[src/rtl/lc3_mem_pkg.sv]
// ---------------------------------------------------------------------------
// lc3_mem_pkg
// Shared types and constants for the LC-3 memory arbiter slice.
//   MEM_AW / MEM_DW : memory address / data width
//   owner_e         : arbiter FSM state (which port currently owns memory)
//   rd_tag_t        : read-return tag, one per in-flight read
// ---------------------------------------------------------------------------
package lc3_mem_pkg;

    localparam int MEM_AW = 16;
    localparam int MEM_DW = 16;

    typedef enum logic [1:0] {
        IDLE = 2'd0,
        OWN0 = 2'd1,
        OWN1 = 2'd2
    } owner_e;

    typedef struct packed {
        logic valid;
        logic port;
    } rd_tag_t;

endpackage

[src/rtl/lc3_rd_tag_pipe.sv]
// ---------------------------------------------------------------------------
// lc3_rd_tag_pipe
// Shift register of read-return tags. A tag entering in_valid/in_port emerges
// DEPTH cycles later as rvalid0 or rvalid1. Synchronous clear drops every
// in-flight tag so no stale read ever reports valid after reset.
// Ports:
//   clk, reset        clock, synchronous active-high clear
//   in_valid, in_port tag entering the pipe this cycle
//   rvalid0, rvalid1  last stage valid, routed by its port bit
// ---------------------------------------------------------------------------
module lc3_rd_tag_pipe
    import lc3_mem_pkg::*;
#(
    parameter int unsigned DEPTH = 1
) (
    input  logic clk,
    input  logic reset,
    input  logic in_valid,
    input  logic in_port,
    output logic rvalid0,
    output logic rvalid1
);

    rd_tag_t stage [DEPTH];

    always_ff @(posedge clk) begin
        if (reset) begin
            for (int unsigned i = 0; i < DEPTH; i++) begin
                stage[i] <= '0;
            end
        end else begin
            stage[0].valid <= in_valid;
            stage[0].port  <= in_port;
            for (int unsigned i = 1; i < DEPTH; i++) begin
                stage[i] <= stage[i-1];
            end
        end
    end

    assign rvalid0 = stage[DEPTH-1].valid && !stage[DEPTH-1].port;
    assign rvalid1 = stage[DEPTH-1].valid &&  stage[DEPTH-1].port;

endmodule

[src/rtl/lc3_mem_arbiter.sv]
// ---------------------------------------------------------------------------
// lc3_mem_arbiter
// Shares one synchronous 16-bit memory between port 0 (LC-3 core) and
// port 1 (loader / DMA). At most one request is granted per cycle; the
// accepted transaction is registered onto the memory port the next cycle
// and read data is routed back to the issuing port READ_LATENCY cycles later.
//
// Build option (macro MEM_ARB_FAIR_EN):
//   defined   : burst-limited ownership (MAX_BURST) with round-robin tie-break
//   undefined : fixed priority, port 0 always wins
//
// Ports:
//   clk, reset                 clock, synchronous active-high reset
//   req/we/addr/wdata 0,1      requester ports, held stable until granted
//   gnt0, gnt1                 acceptance this cycle (combinational)
//   rvalid0/1, rdata0/1        read return; rdata wired to mem_rdata
//   mem_we/addr/wdata, rdata   memory port
// ---------------------------------------------------------------------------
module lc3_mem_arbiter
    import lc3_mem_pkg::*;
#(
    parameter int unsigned READ_LATENCY = 1,
    parameter int unsigned MAX_BURST    = 4
) (
    input  logic              clk,
    input  logic              reset,
    input  logic              req0,
    input  logic              req1,
    input  logic              we0,
    input  logic              we1,
    input  logic [MEM_AW-1:0] addr0,
    input  logic [MEM_AW-1:0] addr1,
    input  logic [MEM_DW-1:0] wdata0,
    input  logic [MEM_DW-1:0] wdata1,
    output logic              gnt0,
    output logic              gnt1,
    output logic              rvalid0,
    output logic              rvalid1,
    output logic [MEM_DW-1:0] rdata0,
    output logic [MEM_DW-1:0] rdata1,
    output logic              mem_we,
    output logic [MEM_AW-1:0] mem_addr,
    output logic [MEM_DW-1:0] mem_wdata,
    input  logic [MEM_DW-1:0] mem_rdata
);

    owner_e state;
    logic   win0;
    logic   win1;
    logic   mem_we_q;
    logic   rd_q;

`ifdef MEM_ARB_FAIR_EN
    localparam logic [3:0] BURST_LIMIT = 4'(MAX_BURST);

    logic [3:0] cnt;
    logic       last_owner;
    logic       below_limit;

    assign below_limit = (cnt < BURST_LIMIT);
`endif

    // Arbitration decision from current owner state and live requests.
    always_comb begin
        win0 = 1'b0;
        win1 = 1'b0;
`ifdef MEM_ARB_FAIR_EN
        case (state)
            OWN0: begin
                if (req0 && (below_limit || !req1)) win0 = 1'b1;
                else if (req1)                      win1 = 1'b1;
            end
            OWN1: begin
                if (req1 && (below_limit || !req0)) win1 = 1'b1;
                else if (req0)                      win0 = 1'b1;
            end
            default: begin
                // On a tie the port that did not own memory last goes first.
                if (req0 && req1) begin
                    win0 = last_owner;
                    win1 = !last_owner;
                end else begin
                    win0 = req0;
                    win1 = req1;
                end
            end
        endcase
`else
        win0 = req0;
        win1 = req1 && !req0;
`endif
    end

    assign gnt0 = win0 && !reset;
    assign gnt1 = win1 && !reset;

    always_ff @(posedge clk) begin
        if (reset) begin
            state     <= IDLE;
            mem_we_q  <= 1'b0;
            mem_addr  <= '0;
            mem_wdata <= '0;
            rd_q      <= 1'b0;
`ifdef MEM_ARB_FAIR_EN
            cnt        <= '0;
            last_owner <= 1'b1;
`endif
        end else begin
            mem_we_q <= 1'b0;
            rd_q     <= (gnt0 && !we0) || (gnt1 && !we1);
            if (gnt0) begin
                mem_we_q  <= we0;
                mem_addr  <= addr0;
                mem_wdata <= wdata0;
            end else if (gnt1) begin
                mem_we_q  <= we1;
                mem_addr  <= addr1;
                mem_wdata <= wdata1;
            end
`ifdef MEM_ARB_FAIR_EN
            if (gnt0) begin
                if (state == OWN0) begin
                    if (below_limit) cnt <= cnt + 4'd1;
                end else begin
                    if (state == OWN1) last_owner <= 1'b1;
                    state <= OWN0;
                    cnt   <= 4'd1;
                end
            end else if (gnt1) begin
                if (state == OWN1) begin
                    if (below_limit) cnt <= cnt + 4'd1;
                end else begin
                    if (state == OWN0) last_owner <= 1'b0;
                    state <= OWN1;
                    cnt   <= 4'd1;
                end
            end else begin
                if (state == OWN0)      last_owner <= 1'b0;
                else if (state == OWN1) last_owner <= 1'b1;
                state <= IDLE;
            end
`else
            state <= gnt0 ? OWN0 : (gnt1 ? OWN1 : IDLE);
`endif
        end
    end

    // A registered write is dropped in any cycle reset is high.
    assign mem_we = mem_we_q && !reset;

    // Tag stage 0 is {rd_q, owner}: the owner state always names the port
    // granted last cycle, so the pipe below only needs READ_LATENCY stages.
    lc3_rd_tag_pipe #(
        .DEPTH (READ_LATENCY)
    ) u_tag_pipe (
        .clk      (clk),
        .reset    (reset),
        .in_valid (rd_q),
        .in_port  (state == OWN1),
        .rvalid0  (rvalid0),
        .rvalid1  (rvalid1)
    );

    assign rdata0 = mem_rdata;
    assign rdata1 = mem_rdata;

endmodule
[config.mk]
export PLATFORM = sky130hd
export DESIGN_NAME = lc3_mem_arbiter
export DESIGN_NICKNAME = d
export VERILOG_FILES = /design/src/rtl/lc3_mem_pkg.sv /design/src/rtl/lc3_rd_tag_pipe.sv /design/src/rtl/lc3_mem_arbiter.sv
export SDC_FILE = /design/constraint.sdc
export NUM_CORES = 1
export LEC_CHECK = 0
export CAP_MARGIN = 20
export CORE_MARGIN = 4
export CORE_UTILIZATION = 30
export CTS_CLUSTER_DIAMETER = 60
export DETAILED_ROUTE_END_ITERATION = 8
export GPL_TIMING_DRIVEN = 1
export PLACE_DENSITY = 0.89
export RECOVER_POWER = 25
export REMOVE_ABC_BUFFERS = 1
export SLEW_MARGIN = 20
export SYNTH_ARGS = -nofsm -noshare
export SYNTH_HDL_FRONTEND = slang
export SYNTH_SLANG_ARGS = --single-unit
[constraint.sdc]
create_clock -name clk -period 1.06 [get_ports clk]
set_clock_uncertainty 0.05 [all_clocks]
set_input_delay 0.265 -clock clk [delete_from_list [all_inputs] [get_ports clk]]
set_output_delay 0.265 -clock clk [all_outputs]
set_load 0.1 [all_outputs]
Fig. 1: run 1, gate families picked out
Bar = 20 um.
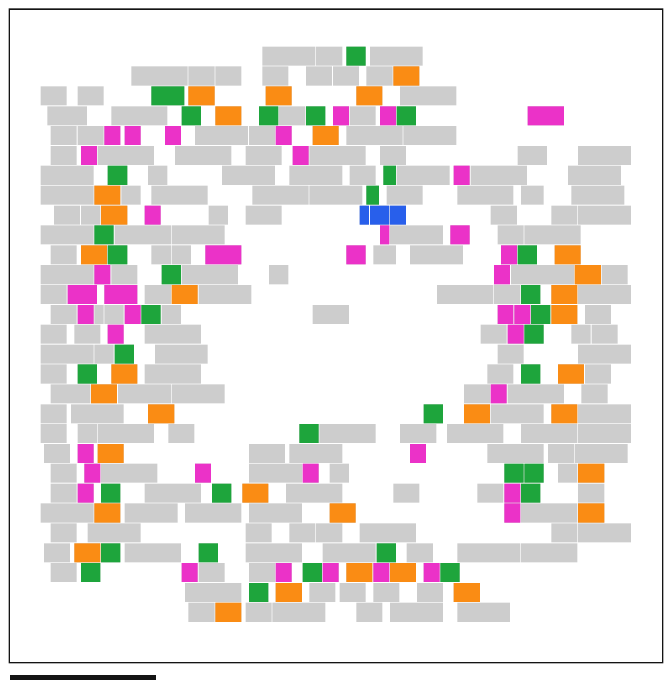
color	family	cells
magenta	nor cells	40
blue	nand cells	3
orange	mux cells	32
green	aoi and oai cells	34
most common logic cell in the routed design: clkdlybuf4s50_1
Non-Filler Instances: 355
Comb/total area: 0.256

Fig. 2: run 1, met1 routing
Bar = 20 um. Supply wires on this layer in gray.
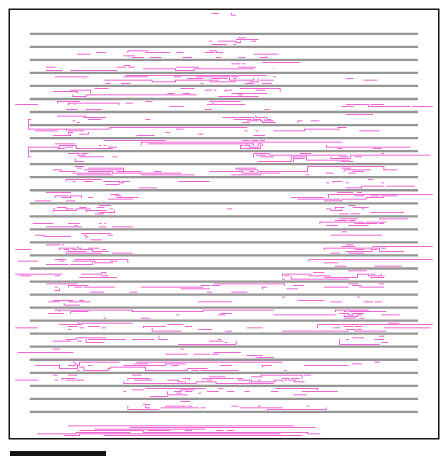
nets with wire on the layer	293
wire length on this layer	2480 um
WL final: 6.18 mm
total number of vias: 1724

Fig. 3: run 1, metal 3
Bar = 20 um.
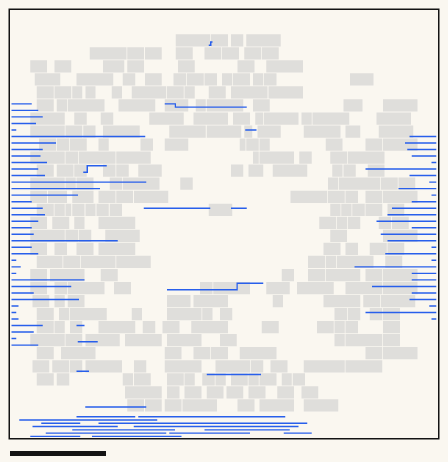
main direction	horizontal
wire length on this layer	852 um
nets with wire on the layer	85
met3 Use GR: 0.102

==> impl_metrics.ini, run 1 <==
; physical design summary
[run_status]
status = finished with violations
failed_checks = setup timing

[global_route]
met2_usage = 0.242
grt_pass1_wl_mm = 9.48
antenna_found_initial = 0
grt_start_max_net_pins = 23
first_global_vias = 1831
grt.overflow.total = 0
grt-busiest-layer = met2

[cells_and_area]
diodes = 0
syn_to_final_growth_pct = 74.9
inverters = 1
seq_share = 0.233
largestRegisters = mem_addr x16, mem_wdata x16
nets = 365
logic_area_um2 = 887
seq_area_um2 = 810
buffer_area_frac = 0.458

[final_timing]
setup_tns_ns = -2.97
final.setup.worst_slack_ns = -0.201
max_slew_margin = 0.800
tightest_slew_ns = 0.301
setup_viol = 36

[power]
p_sw_frac = 0.355
pg_clk_mw = 0.973
switchingPower_mw = 1.56
p_seq_mw = 1.65
clkPwrFrac = 0.221
peakVddDrop_mv = 0.832

[floorplanning]
row_count = 29
taps = 77
die_area_um2 = 7970
dieWidth_um = 89.3

[clock_tree]
clk_path_buf_depth = 2
post-cts-setup-buffer-count = 5
cts_buffers = 5
cts_root_buffer = clkbuf_8
cts.reportedPaths.clkPinSlew_ns = 0.07
cts_sinks = 38

[synthesis]
yosysWarnings = 0
fa_ha_area_frac = 0
async_flop_share = 0
avgSynthCellArea_um2 = 10.1
yosysChipArea_um2 = 1980
yosysMostFrequentCell = dfxtp_1
ys_cells = 197
ys_dominant_reg_cell = dfxtp_1

[min_path]
hold_start = req0
holdPathStages = 3

[drt]
wl_met1_mm = 2.48
routedWlPerCell_um = 17.4

[placement]
routabilityCongestion = 0.703

[setup_path]
r2r_cells = 3
reg2reg_from = mem_addr[10]$_SDFFE_PP0P_
cp_max_fo = 1
crit_buf_inv = 1
regToRegEndpoint = mem_addr[10]$_SDFFE_PP0P_

[job]
cap_violations = 0
Fig. 4: run 1, routing congestion
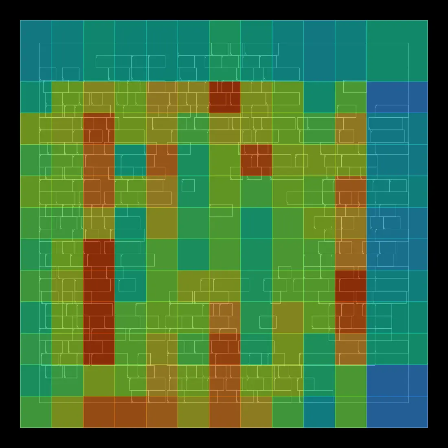

==> run 1 -> run 2 <==
--- a/config.mk
+++ b/config.mk
@@ -10,8 +10,8 @@
 export CORE_UTILIZATION = 30
 export CTS_CLUSTER_DIAMETER = 60
 export DETAILED_ROUTE_END_ITERATION = 8
-export GPL_TIMING_DRIVEN = 1
-export PLACE_DENSITY = 0.89
+export GPL_TIMING_DRIVEN = 0
+export PLACE_DENSITY = 0.77
 export RECOVER_POWER = 25
 export REMOVE_ABC_BUFFERS = 1
 export SLEW_MARGIN = 20
Fig. 5: run 2, routing congestion
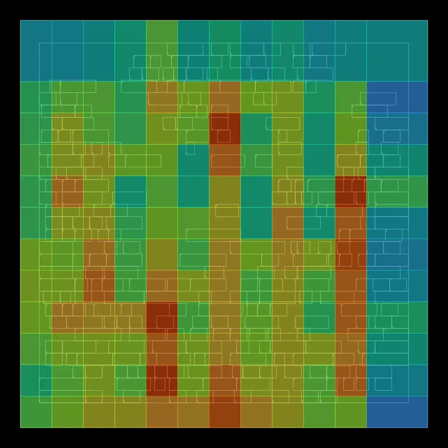
fin util: 0.567
global routing's busiest layer: met2
met1 usage: 0.170

==> run 2 against run 1 <==
Core utilization increased by 2.4 points. Wire length increased by 12%. The flow still finishes with violations (setup timing). Critical path depth unchanged. Largest power group unchanged. Final cell count increased by 0.28%. Largest cell class unchanged.
==> impl_metrics.ini, run 2 <==
; physical design summary
[setup_path]
r2r_cells = 3
path_depth = 2
crit_buf_inv = 1
regToRegEndpoint = mem_addr[14]$_SDFFE_PP0P_
crit_family = flip-flops
cp_cell_sequence = and2_4 -> buf_12
cp_max_fo = 2
r2r_slack_ns = 0.17
crit_type = flip-flop to output pin
reg2reg_from = mem_addr[14]$_SDFFE_PP0P_

[power]
pg_clk_mw = 0.949
p_sw_frac = 0.363
clkPwrFrac = 0.213
p_seq_mw = 1.65
peakVddDrop_mv = 0.673
power_density_nw_per_um2 = 1230
switchingPower_mw = 1.62

[synthesis]
yosysChipArea_um2 = 1980
ys_dominant_reg_cell = dfxtp_1
top_area_cell = dfxtp_1
avgSynthCellArea_um2 = 10.1
ys_cells = 197
async_flop_share = 0
yosysWarnings = 0
fa_ha_area_frac = 0
synth.top_cell.area_share = 0.384
synth_cells = 197
yosysMostFrequentCell = dfxtp_1
topCombFamilyByArea = buffers and inverters
netlist_area_um2 = 1980

[drt]
ant_nets = 0
wl_met3_um = 958
top_layer = met5
routedWlPerCell_um = 19.3
wl_met1_mm = 2.47

[run_status]
status = finished with violations
failed_checks = setup timing

[floorplanning]
row_count = 29
dieWidth_um = 89.3
die_area_um2 = 7970
taps = 77

[final_timing]
setup_viol = 37
setup_tns_ns = -3.20
finalCriticalPeriod_ns = 1.27
grt_setup_unrepaired = yes
max_slew_margin = 0.837
final.setup.worst_slack_ns = -0.212
tightest_slew_ns = 0.243

[clock_tree]
cts_sinks = 38
cts.reportedPaths.clkPinSlew_ns = 0.07
clk_path_buf_depth = 2
cts_root_buffer = clkbuf_8
post-cts-setup-buffer-count = 4
ctsResizeCount = 397
cts_buffers = 5
cts_max_level = 2

[cells_and_area]
nets = 365
lay_top_cells = clkdlybuf4s50_1 (66), buf_12 (38), nor2b_1 (33), dfxtp_2 (32), mux2i_1 (31)
final-clk-cell-share = 0.0218
diodes = 0
comb_area_frac = 0.249
seq_share = 0.224
seq_area_um2 = 812
buffer_area_frac = 0.474
lay_top_count = clkdlybuf4s50_1
logic_area_um2 = 902
largestRegisters = mem_addr x16, mem_wdata x16
stdcell_count = 356
inverters = 1
syn_to_final_growth_pct = 82.6

[global_route]
grt_pass1_wl_mm = 9.90
met2_usage = 0.288
grt_start_max_net_pins = 35
grt.overflow.total = 0
antenna_found_initial = 0
first_global_vias = 1855

[job]
log.warning_count = 27
cap_violations = 0

[min_path]
hold_start = reset
holdPathStages = 2

[placement]
routabilityCongestion = 0.641
Fig. 6: run 2, metal 3
Bar = 20 um.
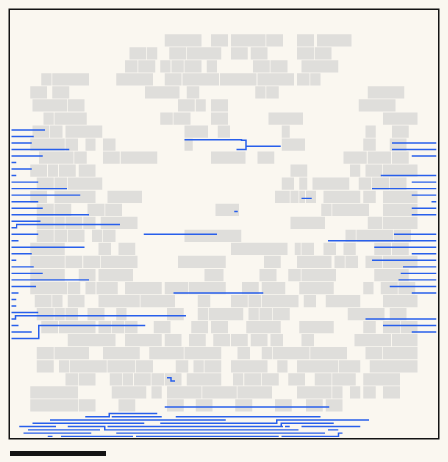
longest straight run	43.2 um
nets with wire on the layer	74
WL final: 6.89 mm
total number of vias: 1717
met3 Use GR: 0.115

No activity file was given, so power comes from the tool's default toggle rates.
